`src/rtl/rv_wb_trace_monitor.sv`:
```
// Writeback monitor for the rv32i pipeline: timestamps register-file writes into a
// show-ahead trace FIFO, decides pass/timeout, and counts accepted and dropped events.
module rv_wb_trace_monitor #(
   parameter int XLEN        = 32,
   parameter int DEPTH       = 16,
   parameter int CYC_W       = 16,
   parameter int TIMEOUT_CYC = 100,
   parameter int DONE_REG    = 10,
   parameter int DONE_VAL    = 1
) (
   input  logic             i_clk,
   input  logic             i_rst,
   input  logic             i_wb_en,
   input  logic [4:0]       i_wb_rd,
   input  logic [XLEN-1:0]  i_wb_data,
   output logic             o_trc_valid,
   input  logic             i_trc_ready,
   output logic [4:0]       o_trc_rd,
   output logic [XLEN-1:0]  o_trc_data,
   output logic [CYC_W-1:0] o_trc_cycle,
   output logic [1:0]       o_state,
   output logic             o_pass,
   output logic [15:0]      o_wr_count,
   output logic [7:0]       o_drop_count
);

   localparam int AW = $clog2(DEPTH);
   localparam int EW = 5 + XLEN + CYC_W;
   localparam logic [4:0]       DONE_RD   = 5'(DONE_REG);
   localparam logic [XLEN-1:0]  DONE_DATA = XLEN'(DONE_VAL);
   localparam logic [CYC_W-1:0] CYC_LAST  = CYC_W'(TIMEOUT_CYC - 1);

   typedef enum logic [1:0] {
      ST_RUN     = 2'b00,
      ST_DONE    = 2'b01,
      ST_TIMEOUT = 2'b10
   } state_e;

   state_e           state_q;
   logic             pass_q;
   logic [CYC_W-1:0] cyc_q;

   logic [AW:0]      wr_ptr_q, wr_ptr_d;
   logic [AW:0]      rd_ptr_q, rd_ptr_d;
   logic [EW-1:0]    mem_q [DEPTH];
   logic [EW-1:0]    head_q, head_d;
   logic             valid_q;
   logic [15:0]      wr_cnt_q, wr_cnt_d;
   logic [7:0]       drop_cnt_q, drop_cnt_d;

   logic             accept, done_hit, full, pop, push, drop;
   logic [EW-1:0]    push_ent;

   assign accept   = i_wb_en && (i_wb_rd != 5'd0) && (state_q == ST_RUN);
   assign done_hit = accept && (i_wb_rd == DONE_RD) && (i_wb_data == DONE_DATA);
   assign push_ent = {i_wb_rd, i_wb_data, cyc_q};

   // Extra pointer bit separates full (MSBs differ) from empty (pointers equal).
   assign full = (wr_ptr_q[AW] != rd_ptr_q[AW]) &&
                 (wr_ptr_q[AW-1:0] == rd_ptr_q[AW-1:0]);
   assign pop  = valid_q && i_trc_ready;
   assign push = accept && (!full || pop);
   assign drop = accept && full && !pop;

   assign wr_ptr_d = wr_ptr_q + (AW+1)'(push);
   assign rd_ptr_d = rd_ptr_q + (AW+1)'(pop);

   // Next head: empty -> zeros; head is the slot being written now -> bypass the input.
   always_comb begin
      head_d = '0;
      if (rd_ptr_d == wr_ptr_d) begin
         head_d = '0;
      end else if (rd_ptr_d == wr_ptr_q) begin
         head_d = push_ent;
      end else begin
         head_d = mem_q[rd_ptr_d[AW-1:0]];
      end
   end

   assign wr_cnt_d   = (accept && (wr_cnt_q != 16'hFFFF)) ? wr_cnt_q + 16'd1 : wr_cnt_q;
   assign drop_cnt_d = (drop && (drop_cnt_q != 8'hFF)) ? drop_cnt_q + 8'd1 : drop_cnt_q;

   always_ff @(posedge i_clk) begin
      if (push) begin
         mem_q[wr_ptr_q[AW-1:0]] <= push_ent;
      end
   end

   always_ff @(posedge i_clk) begin
      if (i_rst) begin
         wr_ptr_q   <= '0;
         rd_ptr_q   <= '0;
         head_q     <= '0;
         valid_q    <= 1'b0;
         wr_cnt_q   <= '0;
         drop_cnt_q <= '0;
      end else begin
         wr_ptr_q   <= wr_ptr_d;
         rd_ptr_q   <= rd_ptr_d;
         head_q     <= head_d;
         valid_q    <= (rd_ptr_d != wr_ptr_d);
         wr_cnt_q   <= wr_cnt_d;
         drop_cnt_q <= drop_cnt_d;
      end
   end

   // Pass/timeout FSM; a done write in the final RUN cycle still wins over timeout.
   always_ff @(posedge i_clk) begin
      if (i_rst) begin
         state_q <= ST_RUN;
         pass_q  <= 1'b0;
         cyc_q   <= '0;
      end else begin
         case (state_q)
            ST_RUN: begin
               cyc_q <= cyc_q + CYC_W'(1);
               if (done_hit) begin
                  state_q <= ST_DONE;
                  pass_q  <= 1'b1;
               end else if (cyc_q == CYC_LAST) begin
                  state_q <= ST_TIMEOUT;
               end
            end
            default: begin
               state_q <= state_q;
            end
         endcase
      end
   end

   assign o_trc_valid  = valid_q;
   assign o_trc_rd     = head_q[EW-1 -: 5];
   assign o_trc_data   = head_q[CYC_W +: XLEN];
   assign o_trc_cycle  = head_q[CYC_W-1:0];
   assign o_state      = state_q;
   assign o_pass       = pass_q;
   assign o_wr_count   = wr_cnt_q;
   assign o_drop_count = drop_cnt_q;

endmodule

```
`config.mk`:
```
export PLATFORM = sky130hd
export DESIGN_NAME = rv_wb_trace_monitor
export DESIGN_NICKNAME = d
export VERILOG_FILES = /design/src/rtl/rv_wb_trace_monitor.sv
export SDC_FILE = /design/constraint.sdc
export NUM_CORES = 1
export LEC_CHECK = 0
export ABC_CLOCK_PERIOD_IN_PS = 9200
export CAP_MARGIN = 10
export CORE_MARGIN = 5
export CORE_UTILIZATION = 55
export CTS_CLUSTER_SIZE = 24
export DETAILED_ROUTE_END_ITERATION = 10
export HOLD_SLACK_MARGIN = 0.15
export PLACE_DENSITY = 0.74
export SLEW_MARGIN = 30
export SYNTH_ARGS = -nofsm -noshare
export SYNTH_HDL_FRONTEND = slang
export SYNTH_SLANG_ARGS = --single-unit
```
`constraint.sdc`:
```
create_clock -name i_clk -period 9.2 [get_ports i_clk]
set_clock_uncertainty 0.1 [all_clocks]
set_input_delay 2.76 -clock i_clk [delete_from_list [all_inputs] [get_ports i_clk]]
set_output_delay 2.76 -clock i_clk [all_outputs]
set_load 0.01 [all_outputs]
```
### Congestion heat map, run 1

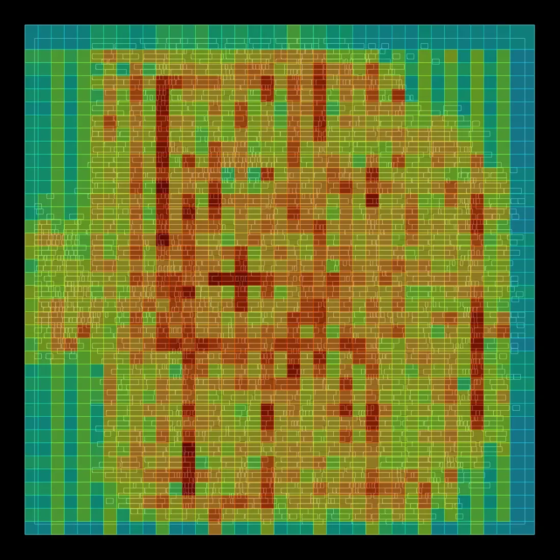
total track usage: 23.2%
detail-routed net length per standard cell: 26.5 um
met2 Track Usage GR: 36.6%

### Wiring heat map, run 1

The bar under the picture is 100 um long. 27 x 27 tiles, from dark purple (low) to yellow (high), scaled to the fullest tile. Values are wire area over tile area, all layers added.
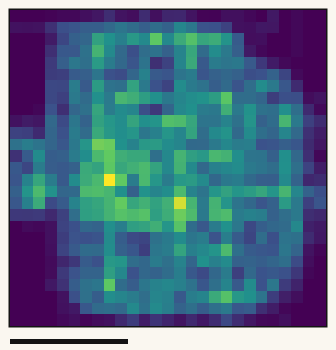
The mean over all tiles is 0.19. 13% of the tiles are nearly empty. The densest ninth of the die: centre. The fullest tile reaches 0.62. 18% of the tiles are over half the peak.

### Port wiring, run 1

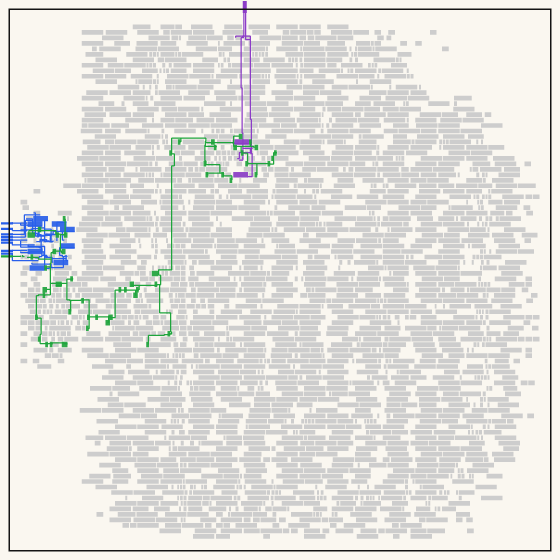
Key: `o_drop_count` = blue [direction output, edge left, end cells 8, wire 389 um]; `i_rst` = green [direction input, edge left, end cells 54, wire 535 um]; `o_state` = purple [direction output, edge top, end cells 2, wire 205 um]

==> results.json, run 1 <==
{
  "dr.pass1.iters": 5,
  "hold_path_depth": 2,
  "final_cells": 3120,
  "num-nets-final": 2222,
  "clock-sinks": 955,
  "gp_congestion": 0.798,
  "tightest_slew_ns": 1.08,
  "slowest_delay_ns": 0.76,
  "max_slew_margin_pct": 27.4,
  "period_needed_ns": 7.19,
  "crit_fanout": 32,
  "leakage_uw": 0.0135,
  "crit_family": "AND-OR/OR-AND gates",
  "crit_cells": 14,
  "synth_flops": 955,
  "fin_tns_setup_ns": 0,
  "dpl.cell_count": 2943,
  "ys_sh_adder_pct": 0.239,
  "post_synth_and_or_nand_nor_area_fraction_pct": 7.44,
  "layout_top_cell": "edfxtp_1",
  "synth-main-ff-cell": "edfxtp_1",
  "hold_buffers": 0,
  "yosys_area_sq_um": 36700,
  "top_cell": "edfxtp_1",
  "cts_buffers": 93,
  "syn_avg_cell_area_sq_um": 18.1,
  "top_cell_area_share_pct": 69.5,
  "synth_nets": 2068,
  "grt_pass1_wl_um": 125000,
  "worst_skew_pair.late_latency_ns": 0.64,
  "min_path_type": "register to register",
  "maxCapViolCount": 0,
  "mi_logic_area_sq_um": 8750,
  "ctsResizeCount": 0,
  "seq_area_sq_um": 27600,
  "worstRegToRegCells": 12,
  "clock-root-buffer": "clkbuf_16",
  "postCtsSetupRepairBufs": 0,
  "synth_stat.cells": 2020,
  "die_w_um": 268,
  "power.density_nw_per_um2": 239,
  "top_logic_kind": "multiplexers",
  "edf_count": 848,
  "ys_sh_aoi_pct": 1.20,
  "dr.first_iter.drc_count": 2110,
  "fp_util_pct": 55.6,
  "dp_hpwl_um": 42000,
  "status": "finished, final reports clean",
  "async_flop_share_pct": 0,
  "synthXorXnorAreaFrac_pct": 1.38,
  "grt_pass1_vias": 20100,
  "path_cells": "clkdlybuf4s50_1, or3_4, o311ai_4, buf_4, a21o_1, inv_1, ha_1, ha_1, xnor2_1, xnor2_1, nor3_1, a31o_2, buf_12, a21oi_1",
  "rrSetupSlack_ns": 4.58,
  "rows": 94,
  "yosysWarnings": 0
}
[run 1: metrics by stage]
stage | hold slack (ns) | setup slack [ns] | instance area [sq um] | utilization (%)
after global placement | 0.375 | 1.62 | 39000 | 59.2
after CTS | 0.411 | 2.08 | 42300 | 64.0
final | 0.396 | 2.01 | 42300 | 64.0
after global routing | 0.448 | 1.85 | 42300 | 64.0
after detailed placement | 0.399 | 1.48 | 39200 | 59.4
after floorplan | 0.405 | -0.257 | 36700 | -
[run 1: path summary, 6_finish.rpt]
check,start,to
setup / recovery,i_wb_rd[4],head_q[27]
hold / removal,o_pass,o_pass
setup reg to reg,wr_ptr_q[1],head_q[27]
hold reg to reg,o_pass,o_pass
[run 1: per-layer routing]
| layer | vias up | wire [um] | track usage (%) |
|---|---|---|---|
| met5 | - | 28 | 0 |
| met3 | 187 | 7630 | 4.80 |
| met1 | 10100 | 32500 | 33.2 |
| met4 | 6 | 2700 | 7.86 |
| li1 | 8273 | - | - |
| met2 | 966 | 39700 | 36.6 |
[run 1: layout make-up]
class                           instances  share of cell area, %
Antenna cell                            1                0.00592
Timing Repair Buffer                  172                   4.09
Inverter                                7                 0.0622
Tap cell                              864                   2.56
Multi-Input combinational cell        945                   20.7
Clock buffer                          122                   6.03
Sequential cell                       955                   65.3
Clock inverter                         54                   1.23
[run 1: worst register-to-register path: cells and delay by family (launching register included)]
kind            cells  cell delay (ns)
simple gates        2             0.66
buf+inv             2             0.48
compound gates      3             1.49
flops               1             0.80
fa+ha+maj           2             0.46
xor+xnor            3             0.49
[run 1: power by group]
group          internal [uW]  switching, uW  total, uW
Clock                   2210           1580       3790
Combinational            682            759       1440
Sequential              4820           60.0       4880
Total                   7710           2390      10100
### Cells by drive strength, run 1

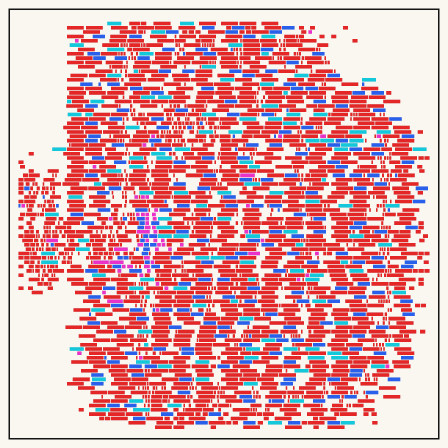

## Run 2: what changed since run 1
--- a/config.mk
+++ b/config.mk
@@ -5,14 +5,14 @@
 export SDC_FILE = /design/constraint.sdc
 export NUM_CORES = 1
 export LEC_CHECK = 0
-export ABC_CLOCK_PERIOD_IN_PS = 9200
+export ABC_CLOCK_PERIOD_IN_PS = 7200
 export CAP_MARGIN = 10
 export CORE_MARGIN = 5
-export CORE_UTILIZATION = 55
+export CORE_UTILIZATION = 61
 export CTS_CLUSTER_SIZE = 24
 export DETAILED_ROUTE_END_ITERATION = 10
 export HOLD_SLACK_MARGIN = 0.15
-export PLACE_DENSITY = 0.74
+export PLACE_DENSITY = 0.77
 export SLEW_MARGIN = 30
 export SYNTH_ARGS = -nofsm -noshare
 export SYNTH_HDL_FRONTEND = slang
==> constraint.sdc (replaced) <==
create_clock -name i_clk -period 7.2 [get_ports i_clk]
set_clock_uncertainty 0.1 [all_clocks]
set_input_delay 2.16 -clock i_clk [delete_from_list [all_inputs] [get_ports i_clk]]
set_output_delay 2.16 -clock i_clk [all_outputs]
set_load 0.01 [all_outputs]
### Cells by drive strength, run 2

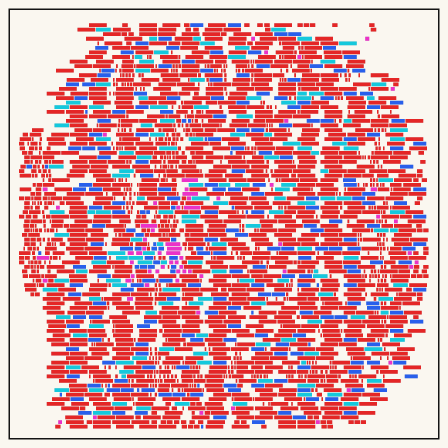
Key: drive 1 or less = red [cells 1795, share 80%]; drive 6 and up = cyan [cells 146, share 6.5%]; drive 2 = blue [cells 249, share 11%]; drive 3 to 4 = magenta [cells 63, share 2.8%]

### Congestion heat map, run 2

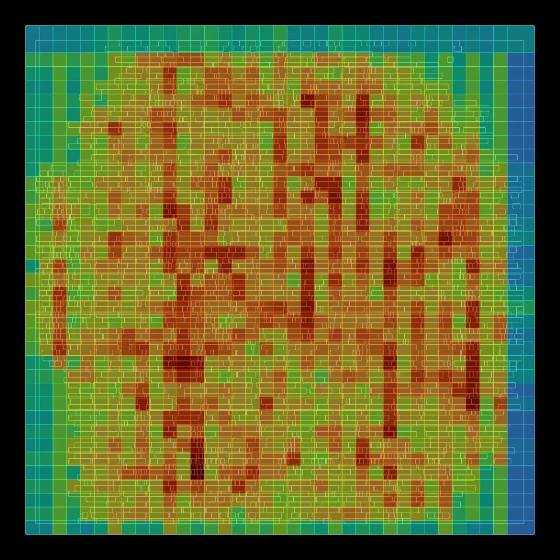
met2 Track Usage GR: 43.0%
met3 GRT Util: 5.49%
GR peak layer: met2
total track usage: 26.9%
met1 Use GR: 37.9%

==> run 2 against run 1 <==
Net effect: largest power group unchanged; area after synthesis unchanged; cell area grew 0.59%; clock power up 39%; first-iteration DRC count grew 13%; non-clock buffer count grew 1; sequential share of layout area shrank 0.38 points; power is 32% higher; sequential power up 28%; cell count shrank 3.0%; setup slack worse by 0.12 ns; via count grew 1.7%.
==> results.json, run 2 <==
{
  "status": "finished, final reports clean",
  "rrSetupSlack_ns": 2.88,
  "clock_power_share_pct": 39.4,
  "die_w_um": 255,
  "top_cell_area_share_pct": 69.5,
  "maxCapViolCount": 0,
  "combPwrFrac_pct": 13.8,
  "hold_path_depth": 2,
  "ir_worst_vdd_mv": 0.266,
  "fin_tns_setup_ns": 0,
  "reg2reg_to": "head_q[25]",
  "crit_required_ns": 7.61,
  "synth_nets": 2068,
  "period_needed_ns": 5.31,
  "num-nets-final": 2222,
  "finalPower_uw": 13400,
  "dp_hpwl_um": 43200,
  "power.share.switching_pct": 23.3,
  "worstRegToRegCells": 12,
  "n_antenna_cell": 0,
  "min_path_type": "register to register",
  "dr.first_iter.drc_count": 2377,
  "grt_pass1_vias": 20800,
  "layout_top_cell": "edfxtp_1",
  "slowest_delay_ns": 0.70,
  "synth_flops": 955,
  "core_sq_um": 59200,
  "p_seq_share_pct": 46.8,
  "yosys_area_sq_um": 36700,
  "top_cell": "edfxtp_1",
  "synth-main-ff-cell": "edfxtp_1",
  "max_slew_margin_pct": 34.1,
  "gp_congestion": 0.821,
  "worst_skew_pair.late_latency_ns": 0.65,
  "crit_fanout": 20,
  "syn_avg_cell_area_sq_um": 18.1,
  "tightest_slew_ns": 0.988,
  "synth_stat.cells": 2020,
  "hold_buffers": 0,
  "r2r-start": "wr_ptr_q[1]",
  "intPower_uw": 10300,
  "ctsResizeCount": 0,
  "hold-path-endpoint": "o_drop_count[7]",
  "postCtsSetupRepairBufs": 0,
  "fp_util_pct": 61.9,
  "final_util_pct": 71.8,
  "power.switching_uw": 3110,
  "grt_overflow": 0,
  "grt_pass1_wl_um": 130000,
  "placed_cell_area_sq_um": 39100,
  "holdCritStartpoint": "o_drop_count[7]",
  "dieHeight_um": 255,
  "crit_family": "AND-OR/OR-AND gates",
  "routedWlPerCell_um": 28.4,
  "power.density_nw_per_um2": 314,
  "leakage_uw": 0.0136,
  "fin_area_sq_um": 42500,
  "final_cells": 3026,
  "rows": 89,
  "edf_count": 848,
  "pre_cts_ws_ns": 1.35,
  "whs_ns": 0.425,
  "clock-root-buffer": "clkbuf_16",
  "h-tree-depth": 3,
  "path_cells": "clkdlybuf4s50_1, buf_4, or3_4, o311ai_4, a21o_1, inv_1, ha_1, ha_1, nand3_1, xor2_1, xnor2_1, a31o_2, buf_12, a21oi_1",
  "dpl.cell_count": 2852,
  "fin_ws_ns": 1.89,
  "dr.pass1.iters": 7,
  "yosysWarnings": 0,
  "cts_buffers": 92
}
[run 2: cell counts after synthesis]
No cell type changed its count.
[run 2: worst max path at each step]
stage	start	endpoint	slack, ns	cells past startpoint
floorplan	i_wb_rd[0]	mem_q[13][0]	-1.66	4
global placement	i_trc_ready	head_q[38]	1.39	10
detailed placement	i_trc_ready	head_q[25]	1.35	10
CTS	i_trc_ready	head_q[28]	1.98	10
global route	i_trc_ready	head_q[25]	1.79	10
finish	i_wb_rd[0]	head_q[25]	1.89	14
[run 2: worst min-delay path: stages (launching register included)]
cell and delay [ns]:
dfxtp_1 0.34, o31ai_1 0.08, a21oi_1 0.06
[run 2: power groups by stage]
| stage | Sequential [uW] | Combinational, uW | Clock (uW) |
|---|---|---|---|
| after floorplan | 6360 | 1220 | 0 |
| final | 6250 | 1850 | 5270 |
| after global routing | 6260 | 1990 | 5580 |
| after detailed placement | 6360 | 1830 | 0 |
| after global placement | 6360 | 1800 | 0 |
| after CTS | 6250 | 1860 | 5330 |
[run 2: layer usage]
metal / vias up / part of all wire, % / GRT usage, %
li1: 8277 / - / -
met5: - / 0.038 / 0
met2: 1182 / 49 / 43.0
met4: 6 / 3.4 / 9.54
met3: 212 / 10 / 5.49
met1: 10100 / 37 / 37.9
[run 2: cell families (layout without fill, tap and decap cells)]
logic type,Yosys count,in the layout,synth area share (%)
compound gates,79,79,1.20
mux,213,213,13.1
simple gates,595,595,7.44
xor+xnor,51,51,1.38
flops,955,955,75.3
buf+inv,120,353,1.38
fa+ha+maj,7,7,0.239
[run 2: area by class of cell]
type	count	area, sq um
repair buffers	173	1760
clock buffers	124	2690
multi-input cells	945	8750
fillers	3405	16700
clock inverters	49	708
flip-flops and latches	955	27600
inverters	7	26.3
well taps	773	967
Power and IR drop assume default switching activity.
